### config.mk
export PLATFORM = sky130hd
export DESIGN_NAME = pc_sequencer
export DESIGN_NICKNAME = d
export VERILOG_FILES = /design/src/rtl/pc_sequencer.sv
export SDC_FILE = /design/constraint.sdc
export NUM_CORES = 1
export LEC_CHECK = 0
export CELL_PAD_IN_SITES_DETAIL_PLACEMENT = 1
export CELL_PAD_IN_SITES_GLOBAL_PLACEMENT = 2
export CORE_MARGIN = 2
export CORE_UTILIZATION = 17
export CTS_BUF_LIST = sky130_fd_sc_hd__clkbuf_8
export DETAILED_ROUTE_END_ITERATION = 7
export PLACE_DENSITY_LB_ADDON = 0.12
export SLEW_MARGIN = 15
export SYNTH_ARGS = -nofsm -noshare
export SYNTH_HDL_FRONTEND = slang
export SYNTH_SLANG_ARGS = --single-unit
export TNS_END_PERCENT = 100
### constraint.sdc
create_clock -name clk -period 1.9 [get_ports clk]
set_input_delay 0.19 -clock clk [delete_from_list [all_inputs] [get_ports clk]]
set_output_delay 0.19 -clock clk [all_outputs]
set_load 0.02 [all_outputs]
### src/rtl/pc_sequencer.sv
// Fetch-stage program counter: chooses between sequential, jump and branch targets and raises flushes.
// Optional performance counters are built when PC_PERF_CNT_EN is defined; otherwise the outputs read zero.
module pc_sequencer #(
   parameter logic [31:0] RESET_PC = 32'h0000_0000,
   parameter int unsigned PC_STEP  = 4
) (
   input  logic        clk,
   input  logic        rst_n,
   input  logic        stall_i,
   input  logic        imem_ready_i,
   input  logic        jump_i,
   input  logic [31:0] jump_target_i,
   input  logic        branch_taken_i,
   input  logic [31:0] branch_target_i,
   output logic [31:0] pc_o,
   output logic [31:0] pc_plus4_o,
   output logic        fetch_valid_o,
   output logic        flush_if_id_o,
   output logic        flush_id_ex_o,
   output logic        misalign_o,
   output logic [31:0] branch_cnt_o,
   output logic [31:0] jump_cnt_o,
   output logic [31:0] stall_cnt_o
);

   localparam logic [1:0] ST_BOOT     = 2'd0;
   localparam logic [1:0] ST_RUN      = 2'd1;
   localparam logic [1:0] ST_REDIRECT = 2'd2;

   localparam logic [31:0] STEP = 32'(PC_STEP);

   logic [1:0]  state_p0;
   logic [1:0]  state_nxt;
   logic [31:0] pc_p0;
   logic [31:0] pc_nxt;

   logic        active;
   logic        sel_branch;
   logic        sel_jump;
   logic        sel_hold;
   logic [31:0] target_raw;

   assign active = (state_p0 == ST_RUN) || (state_p0 == ST_REDIRECT);

   // Branch (EX, older) outranks jump (ID); both outrank stall and imem back-pressure.
   assign sel_branch = active && branch_taken_i;
   assign sel_jump   = active && !branch_taken_i && jump_i;
   assign sel_hold   = active && !branch_taken_i && !jump_i && (stall_i || !imem_ready_i);

   assign target_raw = sel_branch ? branch_target_i : jump_target_i;

   always_comb begin
      state_nxt = state_p0;
      pc_nxt    = pc_p0;
      case (state_p0)
         ST_BOOT: begin
            state_nxt = ST_RUN;
         end
         ST_RUN, ST_REDIRECT: begin
            if (sel_branch || sel_jump) begin
               pc_nxt    = {target_raw[31:2], 2'b00};
               state_nxt = ST_REDIRECT;
            end else if (sel_hold) begin
               state_nxt = ST_RUN;
            end else begin
               pc_nxt    = pc_p0 + STEP;
               state_nxt = ST_RUN;
            end
         end
         default: begin
            state_nxt = ST_BOOT;
            pc_nxt    = RESET_PC;
         end
      endcase
   end

   // Registered PC and control state.
   always_ff @(posedge clk or negedge rst_n) begin
      if (!rst_n) begin
         state_p0 <= ST_BOOT;
         pc_p0    <= RESET_PC;
      end else begin
         state_p0 <= state_nxt;
         pc_p0    <= pc_nxt;
      end
   end

   assign pc_o          = pc_p0;
   assign pc_plus4_o    = pc_p0 + STEP;
   assign fetch_valid_o = active;
   assign flush_if_id_o = sel_branch || sel_jump;
   assign flush_id_ex_o = sel_branch;
   assign misalign_o    = (sel_branch || sel_jump) && (target_raw[1:0] != 2'b00);

`ifdef PC_PERF_CNT_EN
   logic [31:0] branch_cnt_p0;
   logic [31:0] jump_cnt_p0;
   logic [31:0] stall_cnt_p0;

   function automatic logic [31:0] sat_inc(input logic [31:0] v);
      return (v == 32'hFFFF_FFFF) ? v : v + 32'd1;
   endfunction

   // Stall cycles are counted in any fetch-active state where the PC was held.
   always_ff @(posedge clk or negedge rst_n) begin
      if (!rst_n) begin
         branch_cnt_p0 <= '0;
         jump_cnt_p0   <= '0;
         stall_cnt_p0  <= '0;
      end else begin
         if (sel_branch) branch_cnt_p0 <= sat_inc(branch_cnt_p0);
         if (sel_jump)   jump_cnt_p0   <= sat_inc(jump_cnt_p0);
         if (sel_hold)   stall_cnt_p0  <= sat_inc(stall_cnt_p0);
      end
   end

   assign branch_cnt_o = branch_cnt_p0;
   assign jump_cnt_o   = jump_cnt_p0;
   assign stall_cnt_o  = stall_cnt_p0;
`else
   assign branch_cnt_o = 32'h0;
   assign jump_cnt_o   = 32'h0;
   assign stall_cnt_o  = 32'h0;
`endif

endmodule

Figure 1. Close-up of the layout (run 1).
Window x 53 to 93, y 53 to 93 microns. Cells in grey, sequential cells in the stronger grey; small squares are vias.
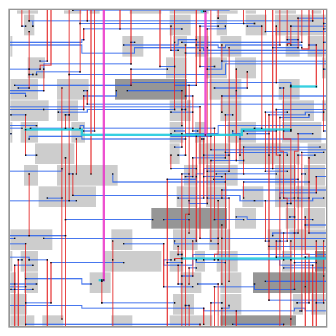
[metal 4] magenta
[metal 1] blue
[metal 2] red
[metal 3] cyan
cells with their middle in the window: 74
netlist names of flops here include: pc_o (4)
sequential cells in the window: 4
most frequent: buf_4 (26)

Figure 2. Wire density map (run 1).
Scale bar: 50 microns. 29 x 29 tiles, from white (low) to dark blue (high), scaled to the fullest tile. Values are wire area over tile area, all layers added.
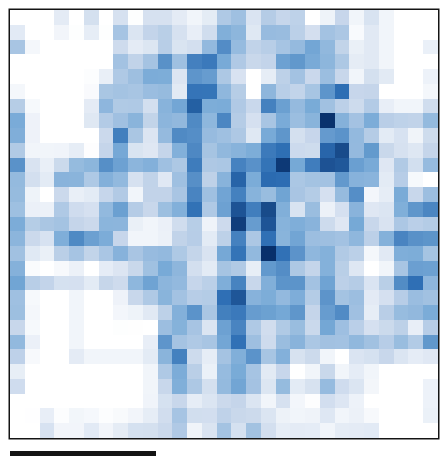
tiles over half the peak: 14%
mean over tiles: 0.12
fullest tile: 0.44
nearly empty tiles: 17%
post-detailed-routing wire length: 16.5 mm
Routed WL per cell: 16.9 microns
global-route total usage across every layer: 14.4%
via count: 3997

Figure 3. Clock network drawn from the DEF (run 1).
Scale bar: 50 microns.
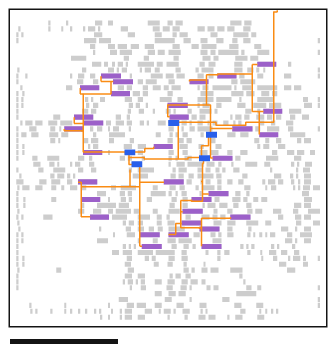
[clock drivers] blue | count: 5
[flip-flops] purple | count: 32
[clock wires] orange | length: 641 microns
routed clock nets: 6
clock network power consumption: 0.000527 W
Clk pwr share: 5.7%

Figure 4. Clock routing (run 1).
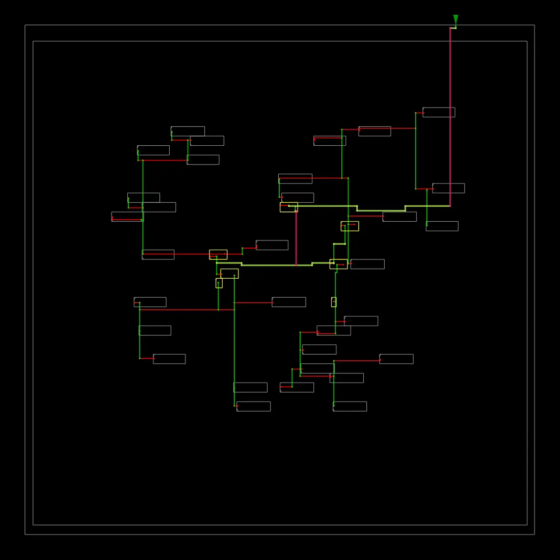
clk latency late pin: 0.29 ns
clk sinks: 32
clock buffer count from CTS: 5
clk_buf instances: 5

==> qor.rpt, run 1 <==
STATUS
--------------------------------------------------------------------------------
Status ............................................................ finished, violations left
Violations in the final reports ................................... negative hold slack, negative setup slack

CRITICAL PATH
--------------------------------------------------------------------------------
CP delay by family, top ........................................... simple AND/OR/NAND/NOR gates
CP Launch Point ...................................................      pc_o[2]
Critical path depth in cells ......................................            7
Startpoint type of the worst setup path ...........................     register
Number of cell instances on the worst register-to-register path ...            8
Slowest stage cell, crit path ..................................... sky130_fd_sc_hd__or4_4
CP Data Required Time .............................................      1.71 ns
Crit-path most repeated cell ...................................... sky130_fd_sc_hd__buf_6
Launch point of the worst reg-to-reg path .........................      pc_o[2]
Data arrival time at the worst-slack endpoint .....................      2.16 ns
Critical Setup Path Class .........................................      reg2out
Kind of capture point of the worst setup path ..................... primary output
Worst setup path endpoint ......................................... pc_plus4_o[23]
Highest fanout seen on the critical path ..........................            4

CELLS AND AREA
--------------------------------------------------------------------------------
Final Cell Area ...................................................   6720 sq um
Flop count ........................................................           32
Fraction of area in non-clock buffers .............................        38.4%
Fraction of layout instances using a drive strength above 1 .......        42.2%
Number of signal-net buffers in the layout ........................          279
Logic share of the area ...........................................        42.2%
Diode count .......................................................            0
Total of fill cells in the finished design ........................         2353
Area used by sequential logic in the layout .......................    822 sq um

STA
--------------------------------------------------------------------------------
Ratio of final minimum period to clock period .....................         124%
Setup WS post-layout ..............................................    -0.451 ns
Setup-violating endpoint count in the final report ................           37
Highest attainable clock frequency ................................    0.425 GHz
Hold slack final ..................................................   -0.0168 ns
Setup repair after global routing missed its margin ...............         true
Worst slew margin relative to its limit ...........................        45.2%
Final count of hold timing violations .............................            9
TNS Setup .........................................................     -7.26 ns
Number of pins exceeding their max-slew limit in the final report .            0

CLOCKING
--------------------------------------------------------------------------------
Post-CTS sizing ...................................................          154
Clock tree from TritonCTS .........................................          yes
Maximum root-to-sink buffer count .................................            2
Post-CTS Setup Repair Bufs ........................................           10

YOSYS
--------------------------------------------------------------------------------
Post-synthesis instance area ......................................   3430 sq um
Main area contributors ............................................ sky130_fd_sc_hd__dfrtp_1 (23%), sky130_fd_sc_hd__buf_4 (22%), sky130_fd_sc_hd__o21ai_0 (4.4%), sky130_fd_sc_hd__xnor2_1 (3.8%), sky130_fd_sc_hd__nand2_1 (3.4%)
Most common library cells after synthesis ......................... sky130_fd_sc_hd__buf_4 (100), sky130_fd_sc_hd__dfrtp_1 (32), sky130_fd_sc_hd__nand2_1 (31), sky130_fd_sc_hd__nor2_1 (31), sky130_fd_sc_hd__o21ai_0 (30)
Post-Syn Instances ................................................          441
Flops after synth .................................................           32
FFs w/ async S/R, synth ...........................................         100%
Number of flops mapped to enable cells by yosys ...................            0
Largest logic family .............................................. buffers and inverters
Xor/xnor share of the synthesized area ............................        7.36%
Distinct cell type count after synthesis ..........................           51
Chip area from the yosys synthesis statistics .....................   3430 sq um
Yosys cell count ..................................................          441

GRT
--------------------------------------------------------------------------------
Met1 track demand over resource in global routing .................        19.0%
Layer with the highest usage after global routing .................         met2
GR Util met2 ......................................................        25.6%
Global-route wire length before repair ............................      24.3 mm
GRT met3 Usage ....................................................        2.16%
Number of antenna violations at the first check in global routing .            0
Maximum number of pins on one net before global-route repair ......           33

FLOORPLAN
--------------------------------------------------------------------------------
Chip Height .......................................................  146 microns
Die Span X ........................................................  146 microns
IO Count ..........................................................          234
Row count .........................................................           51

PLACED DESIGN
--------------------------------------------------------------------------------
Cell total after placement ........................................          931
Pre-CTS setup slack ...............................................    -0.612 ns
Dpl hpwl ..........................................................      12.8 mm
Routability cong. .................................................        0.784
Count of input and output buffers .................................          133
Placed instance area ..............................................   5740 sq um

PWR
--------------------------------------------------------------------------------
Proportion of power drawn by combinational gates ..................        81.2%
Flop pwr share ....................................................        13.0%
Switching portion of total power ..................................        48.7%
Flop+latch power ..................................................    0.00120 W
Leak Pwr ..........................................................      3.07 nW

ROUTE
--------------------------------------------------------------------------------
DRC ...............................................................            0
First-pass detailed-route iteration total .........................            4
Length of routed met3 wiring ......................................  732 microns
Wl on met1 ........................................................      7.46 mm

WORST HOLD PATH
--------------------------------------------------------------------------------
Path class of the lowest-slack min-delay path .....................     in2async

==> inputs of run 2 (changes only) <==
Settings changed: TNS_END_PERCENT 100 to 30.
Clock period 1.9 ns to 2 ns, I/O delays scaled along.
Figure 5. Clock network drawn from the DEF (run 2).
Scale bar: 50 microns.
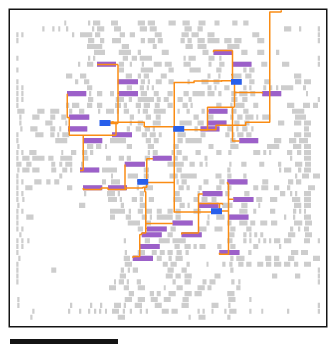
[flip-flops] purple | count: 32
[clock wires] orange | length: 675 microns
[clock drivers] blue | count: 5
routed clock nets: 6

==> run 2 against run 1 <==
  * The run ends with negative setup slack left
  * Global-route usage hardly changed
  * Die area stayed put
  * Critical path depth decreased by 1
  * First-iteration DRC count up 8.7%
  * Utilization is 3.3 points lower
  * Total power is 17% lower
  * Non-clock buffer count fell by 18
  * Register-to-register slack improved by 0.07 ns
  * Clock skew is 0.0034 ns lower
  * Sequential power shrank 6%
  * Hold slack improved by 0.27 ns
  * Design area down 9.5%
  * Critical endpoint is now pc_plus4_o[25]
  * Largest power group unchanged
==> qor.rpt, run 2 <==
YOSYS
--------------------------------------------------------------------------------
Yosys cell count ..................................................          441   unchanged
Chip area from the yosys synthesis statistics .....................   3430 sq um   unchanged
Main area contributors ............................................ sky130_fd_sc_hd__dfrtp_1 (23%), sky130_fd_sc_hd__buf_4 (22%), sky130_fd_sc_hd__o21ai_0 (4.4%), sky130_fd_sc_hd__xnor2_1 (3.8%), sky130_fd_sc_hd__nand2_1 (3.4%)   unchanged
Distinct cell type count after synthesis ..........................           51   unchanged
Post-Syn Instances ................................................          441   unchanged
FFs w/ async S/R, synth ...........................................         100%   unchanged
Largest logic family .............................................. buffers and inverters   unchanged

GRT
--------------------------------------------------------------------------------
Number of antenna violations at the first check in global routing .            0   unchanged
Global-route total usage across every layer .......................        14.4%   about the same
Met1 track demand over resource in global routing .................        19.3%   was 19.0%
GRT met3 Usage ....................................................        3.25%   was 2.16%
Global-route wire length before repair ............................      24.0 mm   was 24.3 mm
GR Util met2 ......................................................        24.0%   was 25.6%

STA
--------------------------------------------------------------------------------
Setup WS post-layout ..............................................    -0.372 ns   was -0.451 ns
Ratio of final minimum period to clock period .....................         119%
TNS Setup .........................................................     -4.34 ns   was -7.26 ns
Setup-violating endpoint count in the final report ................           28   was 37
Highest attainable clock frequency ................................    0.422 GHz
Final count of hold timing violations .............................            0   was 9

PLACED DESIGN
--------------------------------------------------------------------------------
Cell total after placement ........................................          936   was 931
Pre-CTS setup slack ...............................................    -0.547 ns   was -0.612 ns
Placed instance area ..............................................   5680 sq um   was 5740 sq um

CELLS AND AREA
--------------------------------------------------------------------------------
Area used by sequential logic in the layout .......................    821 sq um   was 822 sq um
Fraction of layout instances using a drive strength above 1 .......        33.8%   was 42.2%
Number of signal-net buffers in the layout ........................          261   was 279
Diode count .......................................................            0   unchanged

PWR
--------------------------------------------------------------------------------
Proportion of power drawn by combinational gates ..................        77.7%   was 81.2%
Clk pwr share .....................................................         7.7%   was 5.7%
Leak Pwr ..........................................................      2.82 nW   was 3.07 nW
Flop pwr share ....................................................        14.7%   was 13.0%

CRITICAL PATH
--------------------------------------------------------------------------------
Launch point of the worst reg-to-reg path .........................      pc_o[3]   was pc_o[2]
CP Launch Point ...................................................      pc_o[3]   was pc_o[2]
Critical path depth in cells ......................................            6   was 7
Slowest stage cell, crit path ..................................... sky130_fd_sc_hd__or4_4   unchanged
Critical Setup Path Class .........................................      reg2out   unchanged
CP delay by family, top ........................................... simple AND/OR/NAND/NOR gates   unchanged
Number of cell instances on the worst register-to-register path ...            8   unchanged

ROUTE
--------------------------------------------------------------------------------
Wl on met1 ........................................................      7.17 mm   was 7.46 mm
Routed WL per cell ................................................ 16.5 microns   was 16.9 microns
Via count .........................................................         3856   was 3997

CLOCKING
--------------------------------------------------------------------------------
Clk sinks .........................................................           32   unchanged
Clk latency late pin ..............................................      0.31 ns   was 0.29 ns
Clock tree from TritonCTS .........................................          yes   unchanged
Post-CTS Setup Repair Bufs ........................................            7   was 10
Maximum root-to-sink buffer count .................................            2   unchanged
Clock buffer count from CTS .......................................            5   unchanged

STATUS
--------------------------------------------------------------------------------
Status ............................................................ finished, violations left   unchanged
Violations in the final reports ................................... negative setup slack   was negative hold slack, negative setup slack

FLOORPLAN
--------------------------------------------------------------------------------
Chip Height .......................................................  146 microns   unchanged
Die Span X ........................................................  146 microns   unchanged
Row count .........................................................           51   unchanged

Figure 6. Clock routing (run 2).
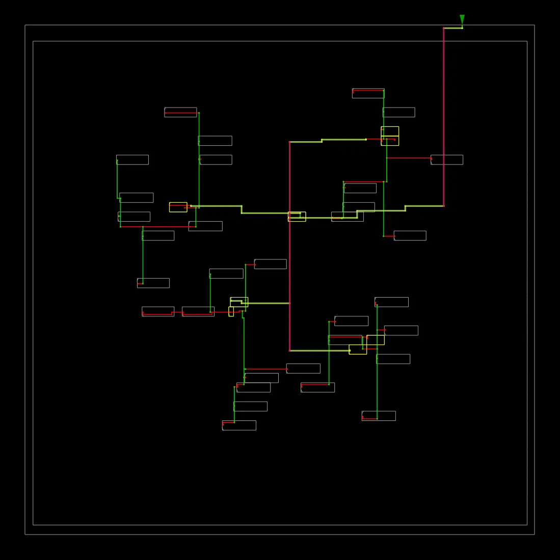
clk_buf instances: 7
flop count: 32
skew final: 0.00713 ns

==> inputs of run 3 (changes only) <==
Settings changed: CORE_UTILIZATION 17 to 30, DONT_BUFFER_PORTS from default to 1.
Figure 7. M3 wires (run 3).
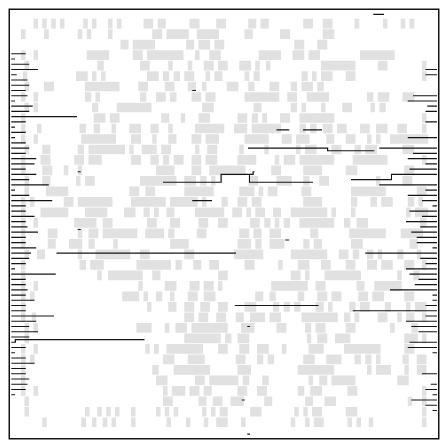
nets with wire on the layer: 127
wire length on this layer: 789 microns
share of all routed wire: 6.2%
main direction: horizontal
longest straight run: 46.2 microns
GRT met3 Usage: 4.48%
post-detailed-routing wire length: 12.7 mm
via count: 3327

==> run 3 against run 2 <==
  * The run still ends with negative setup slack left
  * Combinational power is about 20% lower
  * Critical path depth fell by 1
  * Sequential cell count did not move
  * Sequential share of layout area rose by 5.4 points
  * Critical path type unchanged
==> qor.rpt, run 3 <==
STATUS
--------------------------------------------------------------------------------
Violations in the final reports ................................... negative setup slack   unchanged
Status ............................................................ finished, violations left   unchanged

CRITICAL PATH
--------------------------------------------------------------------------------
Slowest stage cell, crit path ..................................... sky130_fd_sc_hd__or4_4   unchanged
Worst setup path endpoint ......................................... pc_plus4_o[23]   was pc_plus4_o[25]
Highest fanout seen on the critical path ..........................            6   unchanged
CP delay by family, top ........................................... simple AND/OR/NAND/NOR gates   unchanged
Kind of capture point of the worst setup path ..................... primary output   unchanged
Data arrival time at the worst-slack endpoint .....................      2.07 ns   was 2.17 ns
Critical Setup Path Class .........................................      reg2out   unchanged
Critical path depth in cells ......................................            5   was 6

GRT
--------------------------------------------------------------------------------
Global-route wire length before repair ............................      19.5 mm   was 24.0 mm
Layer with the highest usage after global routing .................         met2   unchanged
Number of antenna violations at the first check in global routing .            0   unchanged
GR Util met2 ......................................................        34.7%   was 24.0%
Met1 track demand over resource in global routing .................        25.2%   was 19.3%
Global-route total usage across every layer .......................        19.9%   was 14.4%
Maximum number of pins on one net before global-route repair ......           33   was 20

PWR
--------------------------------------------------------------------------------
Flop+latch power ..................................................    0.00115 W   was 0.00113 W
Clock network power consumption ...................................   0.000544 W   was 0.000589 W
Flop pwr share ....................................................        17.7%   was 14.7%
Leak Pwr ..........................................................      2.09 nW   was 2.82 nW

CELLS AND AREA
--------------------------------------------------------------------------------
Flop count ........................................................           32   unchanged
Fraction of layout instances using a drive strength above 1 .......        31.0%   was 33.8%
Fraction of area in non-clock buffers .............................        19.4%   was 37.9%
Diode count .......................................................            0   unchanged
Final Cell Area ...................................................   4350 sq um   was 6080 sq um
Number of signal-net buffers in the layout ........................          104   was 261
Area used by sequential logic in the layout .......................    821 sq um   unchanged
Clk_buf instances .................................................            6   was 7

PLACED DESIGN
--------------------------------------------------------------------------------
Count of input and output buffers .................................            0   was 133
Routability cong. .................................................        0.856   was 0.766

CLOCKING
--------------------------------------------------------------------------------
Post-CTS sizing ...................................................           12   was 130
Clock buffer count from CTS .......................................            5   unchanged
Clock tree from TritonCTS .........................................          yes   unchanged

STA
--------------------------------------------------------------------------------
Setup WS post-layout ..............................................    -0.270 ns   was -0.372 ns
Worst slew margin relative to its limit ...........................        58.4%
Setup repair after global routing missed its margin ...............         true   unchanged
Skew final ........................................................    0.0135 ns   was 0.00713 ns
Setup-violating endpoint count in the final report ................           23   was 28
Ratio of final minimum period to clock period .....................         114%   was 119%
Number of pins exceeding their max-slew limit in the final report .            0   unchanged

YOSYS
--------------------------------------------------------------------------------
Main area contributors ............................................ sky130_fd_sc_hd__dfrtp_1 (23%), sky130_fd_sc_hd__buf_4 (22%), sky130_fd_sc_hd__o21ai_0 (4.4%), sky130_fd_sc_hd__xnor2_1 (3.8%), sky130_fd_sc_hd__nand2_1 (3.4%)   unchanged
Most common library cells after synthesis ......................... sky130_fd_sc_hd__buf_4 (100), sky130_fd_sc_hd__dfrtp_1 (32), sky130_fd_sc_hd__nand2_1 (31), sky130_fd_sc_hd__nor2_1 (31), sky130_fd_sc_hd__o21ai_0 (30)   unchanged
Largest logic family .............................................. buffers and inverters   unchanged
Distinct cell type count after synthesis ..........................           51   unchanged
Yosys cell count ..................................................          441   unchanged

ROUTE
--------------------------------------------------------------------------------
Wl on met1 ........................................................      5.37 mm   was 7.17 mm
DRC ...............................................................            0   unchanged

FLOORPLAN
--------------------------------------------------------------------------------
Chip Height .......................................................  111 microns   was 146 microns

Figure 8. Close-up of the layout (run 3).
Window x 35 to 75, y 35 to 75 microns. Cells in grey, sequential cells in the stronger grey; small squares are vias.
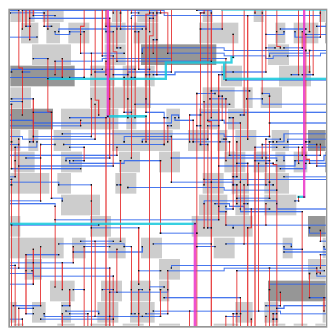
[metal 3] cyan
[metal 2] red
[metal 1] blue
[metal 4] magenta
most frequent: buf_4 (21), nor2_1 (6), nand2_1 (6)
netlist names of flops here include: pc_o (4)
sequential cells in the window: 4
cells with their middle in the window: 85

Power and IR drop assume default switching activity.
